**config.mk**
```make
export PLATFORM = sky130hd
export DESIGN_NAME = data_mem_dp
export DESIGN_NICKNAME = d
export VERILOG_FILES = /design/src/rtl/data_mem_dp.sv
export SDC_FILE = /design/constraint.sdc
export NUM_CORES = 2
export LEC_CHECK = 0
export CAP_MARGIN = 30
export CORE_MARGIN = 1
export CORE_UTILIZATION = 40
export DETAILED_ROUTE_END_ITERATION = 6
export GPL_ROUTABILITY_DRIVEN = 1
export SETUP_SLACK_MARGIN = 0.02
export SLEW_MARGIN = 5
export SYNTH_ARGS = -nofsm -noshare
export SYNTH_HDL_FRONTEND = slang
export SYNTH_SLANG_ARGS = --single-unit
```
**constraint.sdc**
```tcl
create_clock -name Clk -period 6.9 [get_ports Clk]
set_input_delay 1.38 -clock Clk [delete_from_list [all_inputs] [get_ports Clk]]
set_output_delay 1.38 -clock Clk [all_outputs]
set_load 0.02 [all_outputs]
```
**src/rtl/data_mem_dp.sv**
```systemverilog
// data_mem_dp: dual-port data memory for the processor datapath.
//   Port A reads and writes with per-byte enables, port B is read-only.
//   A clear engine zeroes every word after reset (optional) or on request,
//   and Busy holds off the core while that sweep runs.
//   REG_OUT selects combinational reads or registered reads with
//   write-first forwarding from port A.

module data_mem_dp #(
  parameter int W              = 8,  // data width, multiple of 8
  parameter int A              = 8,  // address width, depth = 2**A
  parameter int REG_OUT        = 0,  // 0 = combinational reads, 1 = registered reads
  parameter int CLEAR_ON_RESET = 1   // 1 = sweep the array after every reset release
) (
  input  logic           Clk,
  input  logic           Reset,
  input  logic           Clear,
  input  logic           WriteEn,
  input  logic [W/8-1:0] ByteEn,
  input  logic [A-1:0]   AddrA,
  input  logic [W-1:0]   DataIn,
  input  logic [A-1:0]   AddrB,
  output logic [W-1:0]   DataOutA,
  output logic [W-1:0]   DataOutB,
  output logic           Busy
);

  localparam int NB    = W / 8;
  localparam int DEPTH = 1 << A;

  typedef enum logic {
    ST_IDLE  = 1'b0,
    ST_CLEAR = 1'b1
  } state_t;

  state_t       r_state;
  logic [A-1:0] r_clr_addr;
  logic         r_busy;

  logic [W-1:0] r_core [DEPTH];

  logic         w_clr_we;
  logic         w_wr_we;
  logic [W-1:0] w_rd_a;
  logic [W-1:0] w_rd_b;

  // Clear-sweep controller: walks r_clr_addr over the whole array, Busy registered with the state.
  // NOTE: state registers use non-blocking assignments so every flop samples pre-edge values.
  always_ff @(posedge Clk or posedge Reset) begin
    if (Reset) begin
      r_state    <= (CLEAR_ON_RESET != 0) ? ST_CLEAR : ST_IDLE;
      r_clr_addr <= '0;
      r_busy     <= (CLEAR_ON_RESET != 0);
    end else begin
      case (r_state)
        ST_IDLE: begin
          if (Clear) begin
            r_state    <= ST_CLEAR;
            r_clr_addr <= '0;
            r_busy     <= 1'b1;
          end
        end
        ST_CLEAR: begin
          r_clr_addr <= r_clr_addr + 1'b1;
          if (r_clr_addr == '1) begin
            r_state <= ST_IDLE;
            r_busy  <= 1'b0;
          end
        end
        default: begin
          r_state <= ST_IDLE;
          r_busy  <= 1'b0;
        end
      endcase
    end
  end

  assign Busy = r_busy;

  // Nothing lands in the array while Reset is held: a write caught by reset is
  // dropped whole, and the sweep only starts once reset is released.
  // Clear in IDLE takes priority over a same-cycle write.
  assign w_clr_we = !Reset && (r_state == ST_CLEAR);
  assign w_wr_we  = !Reset && (r_state == ST_IDLE) && WriteEn && !Clear;

  // Storage array: sweep writes zero, otherwise port A merges enabled bytes.
  // NOTE: the array is deliberately left out of reset; clearing is the sweep's job.
  always_ff @(posedge Clk) begin
    if (w_clr_we) begin
      r_core[r_clr_addr] <= '0;
    end else if (w_wr_we) begin
      for (int i = 0; i < NB; i++) begin
        if (ByteEn[i]) begin
          r_core[AddrA][8*i +: 8] <= DataIn[8*i +: 8];
        end
      end
    end
  end

  assign w_rd_a = r_core[AddrA];
  assign w_rd_b = r_core[AddrB];

  if (REG_OUT != 0) begin : g_reg_out
    logic [W-1:0] w_merge;
    logic [W-1:0] r_out_a;
    logic [W-1:0] r_out_b;

    // Word as it will look after this edge's port A write (written bytes from DataIn).
    // NOTE: w_merge gets a full default first so no path leaves it unassigned (no latch).
    always_comb begin
      w_merge = w_rd_a;
      for (int i = 0; i < NB; i++) begin
        if (ByteEn[i]) begin
          w_merge[8*i +: 8] = DataIn[8*i +: 8];
        end
      end
    end

    // Output registers: zero while sweeping, write-first forwarding on an address hit.
    always_ff @(posedge Clk or posedge Reset) begin
      if (Reset) begin
        r_out_a <= '0;
        r_out_b <= '0;
      end else if (r_busy) begin
        r_out_a <= '0;
        r_out_b <= '0;
      end else begin
        r_out_a <= w_wr_we ? w_merge : w_rd_a;
        r_out_b <= (w_wr_we && (AddrB == AddrA)) ? w_merge : w_rd_b;
      end
    end

    assign DataOutA = r_out_a;
    assign DataOutB = r_out_b;
  end else begin : g_comb_out
    assign DataOutA = r_busy ? '0 : w_rd_a;
    assign DataOutB = r_busy ? '0 : w_rd_b;
  end

endmodule

```
==> images/congestion_map.png <==
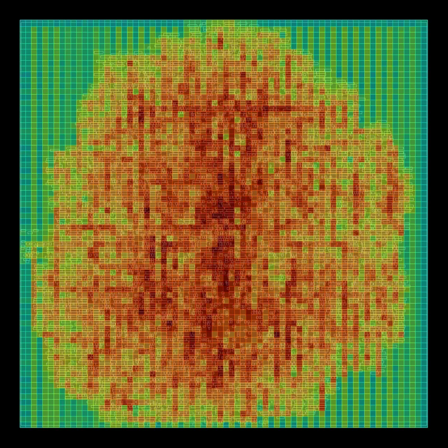
Finished Core Util: 0.4623
DR WL/cell: 40.36 um
GR Util All Layers: 0.3062
grt met2 use: 0.4445

==> qor.yml <==
synth:
  yosys-top-cells-area: "edfxtp_1, mux4_2, mux2i_1"
  mux_share: 0.2343
  synthDistinctLibCells: 86
  top_area_frac: 0.6251
  synth_flop_count: 2058
  ys_sh_simple: 0.04632
  ys.flop_type: "edfxtp_1"
  yosysWarnings: 0
  avgSynthCellArea_sq_um: 17.29
  top_area_cell: "edfxtp_1"
  synthAoiAreaFrac: 0.05871
  syn-instance-count: 5689
  ys_cells: 5689
  common_cells: "edfxtp_1, mux4_2, mux2i_1"
  ys_seq_frac: 0.6276
  edf_count: 2048
  ys_area_sq_mm: 0.09839
  mappedNetlistArea_sq_mm: 0.09839
  synthArstFlopShare: 0.004859
  logic_family: "multiplexers"
  syn_nets: 5719
power:
  peakVddDrop_mv: 0.2104
  p_clk_frac: 0.407
  swShare: 0.2619
  p_total_uw: 28480
  p_sw_uw: 7459
  intPower_uw: 21020
  power_frac_seq: 0.483
detailed_routing:
  drc_errors: 0
  ant_nets: 0
  via_per_inst: 6.752
  drtIter0Drc: 11020
  routed_wl_um: 385600
  drt-pass1-iter-count: 6
  vias: 64510
setup_path:
  crit_path_cell_trace: "clkdlybuf4s50_1 -> buf_4 -> nor3b_2 -> nand2_1 -> buf_4 -> a211oi_1 -> nor4_1 -> nand4_1 -> buf_4 -> o31ai_1 -> clkdlybuf4s50_1"
  crit_path_end_kind: "primary output"
  timing.rr.end: "r_core[230][1]"
  crit_start: "AddrA[6]"
  crit_type: "input pin to primary output"
  cp_slowest_stage_delay_ns: 0.90
  crit_family: "buffers and inverters"
  cp_common_cell: "buf_4"
  cp.arrival_ns: 5.68
  cp_max_fo: 12
  required_ns: 5.52
  rr_worst_depth: 8
  critPathSlowestCell: "clkdlybuf4s50_1"
  critPathBufInv: 5
status:
  status: "complete, but fails checks"
  violations: "negative setup slack"
final_layout:
  fin_nets: 6196
  areaGrowthSynthToFinish_pct: 14.60
  layout.cells.non_filler: 9554
  drive_gt1_frac: 0.2814
timing:
  rsz0062_at_grt: "yes"
  tightest_slew_ns: 1.163
  clock_skew_ns: 0.07843
  worst_slack_ns: -0.1620
  period_used_share: 1.023
  finalHoldViolCount: 0
  timing.fmax_mhz: 141.6
  slew_viol_final: 0
  post-route-min-period_ns: 7.062
  maxSlewHeadroom: 0.2246
  finalSetupViolations: 3
floorplan:
  die_area_sq_mm: 0.2480
  die_x_um: 498.0
  io-pin-count: 46
  fp-utilization: 0.4034
  die_h_um: 498.0
placed_design:
  place_inst: 9149
  io_buffers: 45
  globalplace.congestion: 1.062
  dp_hpwl_um: 272200
clocking:
  clk_root_buffer_cell: "clkbuf_16"
  numCtsBuffers: 212
  htreeDepth: 4
  cts.sinks: 2058
  clk_path_buf_depth: 3
worst_hold_path:
  hold_class: "flip-flop to flip-flop"
  min_path_cells: 2
  hold_path.startpoint: "r_state"
  holdPathEnd: "r_clr_addr[1]"
grt:
  antenna_found_initial: 41
  grt_max_degree: 146
  grt_pass1_vias: 62220
  grt_pass1_wl_um: 522700
  overflow: 0
flow_run:
  maxCapViolations: 0
  warnings: 37
==> images/class_map.png <==
Scale bar: 100 um.
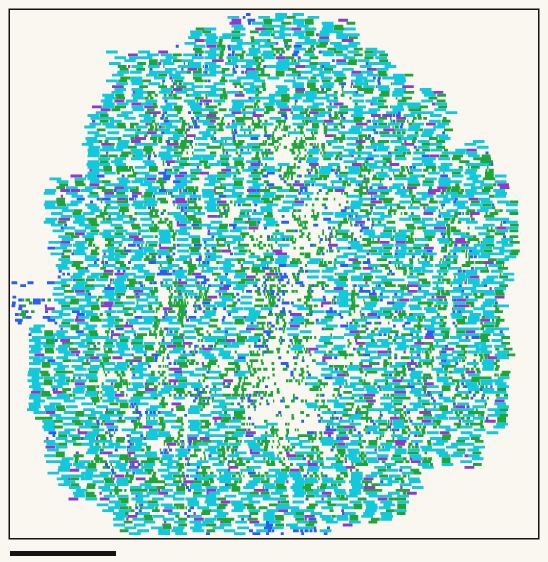
Key: purple = clock drivers and dummy loads [cells 387]; blue = remaining buffers and delay cells [cells 714]; cyan = registers [cells 2058]; green = remaining logic cells [cells 3180]
Core ar.: 0.2439 sq mm
flop share of the area: 0.5477
row count: 181
Post-Layout Inst Area: 0.1127 sq mm

state kept, by name, summed over array words and instances (netlist names):
register    flops
r_core       2048
r_clr_addr      8
Busy            1
r_state         1
worst register-to-register path, cell delays in order (launching register included):
cell and delay [ns]:
dfstp_2 0.42, nor2_4 0.32, nand3_1 0.40, nor2_4 0.66, nor3b_1 0.13, a31oi_1 0.73
or3_2 0.95, nor2_1 0.38, buf_4 0.28
cell families (layout without fill, tap and decap cells):
kind of cell | count (synthesis) | in the layout
mux | 1346 | 1346
buf+inv | 461 | 1111
simple gates | 992 | 992
xor+xnor | 2 | 2
compound gates | 829 | 829
fa+ha+maj | 1 | 1
other cells | 0 | 13
flops | 2058 | 2058
cell usage in the layout, fill, tap and decap left out, drive strengths merged, types with 81 or more instances in the layout:
| cell | instances |
|---|---|
| a22oi | 109 |
| o21ai | 91 |
| a21oi | 140 |
| buf | 689 |
| nor3 | 86 |
| nand3 | 81 |
| nand2 | 230 |
| mux2i | 593 |
| o221ai | 135 |
| clkbuf | 249 |
| clkinv | 104 |
| edfxtp | 2048 |
| mux4 | 749 |
| o22ai | 156 |
| nor2 | 388 |
power by group through the flow:
stage               clock network (uW)  registers (uW)  logic (uW)
floorplan                            0           13900        1530
finish                           11600           13700        3140
CTS                              11700           13700        3020
global route                     12100           13700        3140
detailed placement                   0           14000        3010
global placement                     0           14000        3000
worst max-delay path by stage:
| stage | end | slack [ns] |
|---|---|---|
| floorplan | r_core[0][0] | 0.57 |
| detailed placement | DataOutA[2] | 0.07 |
| CTS | DataOutA[2] | 0.04 |
| global route | DataOutA[2] | 0.01 |
| finish | DataOutA[2] | -0.16 |
| global placement | DataOutB[6] | -0.56 |
per-stage QoR:
step	hold slack, ns	setup WS, ns	TNS, ns	util	instance area, sq um
after CTS	0.6223	0.03976	0	0.4619	112700
after global placement	0.5830	-0.5595	-0.9913	0.4336	105700
after floorplan	0.5448	0.5698	0	-	98390
after global routing	0.6788	0.01213	0	0.4622	112700
after detailed placement	0.6016	0.06982	0	0.4337	105800
final	0.6335	-0.1620	-0.2087	0.4623	112700
area by class of cell:
| class | instances | area, sq um |
|---|---|---|
| fill | 20730 | 131200 |
| sequential | 2058 | 61750 |
| multi-input combinational | 3170 | 33590 |
| timing repair buffer | 714 | 6440 |
| clock buffer | 247 | 5436 |
| tap | 3202 | 4006 |
| clock inverter | 140 | 1446 |
| inverter | 10 | 42.54 |
| antenna | 13 | 32.53 |
layer usage:
layer | global-route usage | vias up | wire length [um] | share of wire
li1 | - | 24940 | - | -
met1 | 0.4096 | 33950 | 143600 | 0.37
met2 | 0.4445 | 4773 | 166700 | 0.43
met3 | 0.1010 | 827 | 52080 | 0.14
met4 | 0.1561 | 22 | 23010 | 0.060
met5 | 0.001351 | - | 243 | 0.00063
timing repair:
item                       in CTS  in global routing
hold buffers                    0                  0
gates resized                   0                  3
setup endpoints to repair       0                  2
buffers inserted                0                  0
No activity file was given, so power comes from the tool's default toggle rates.
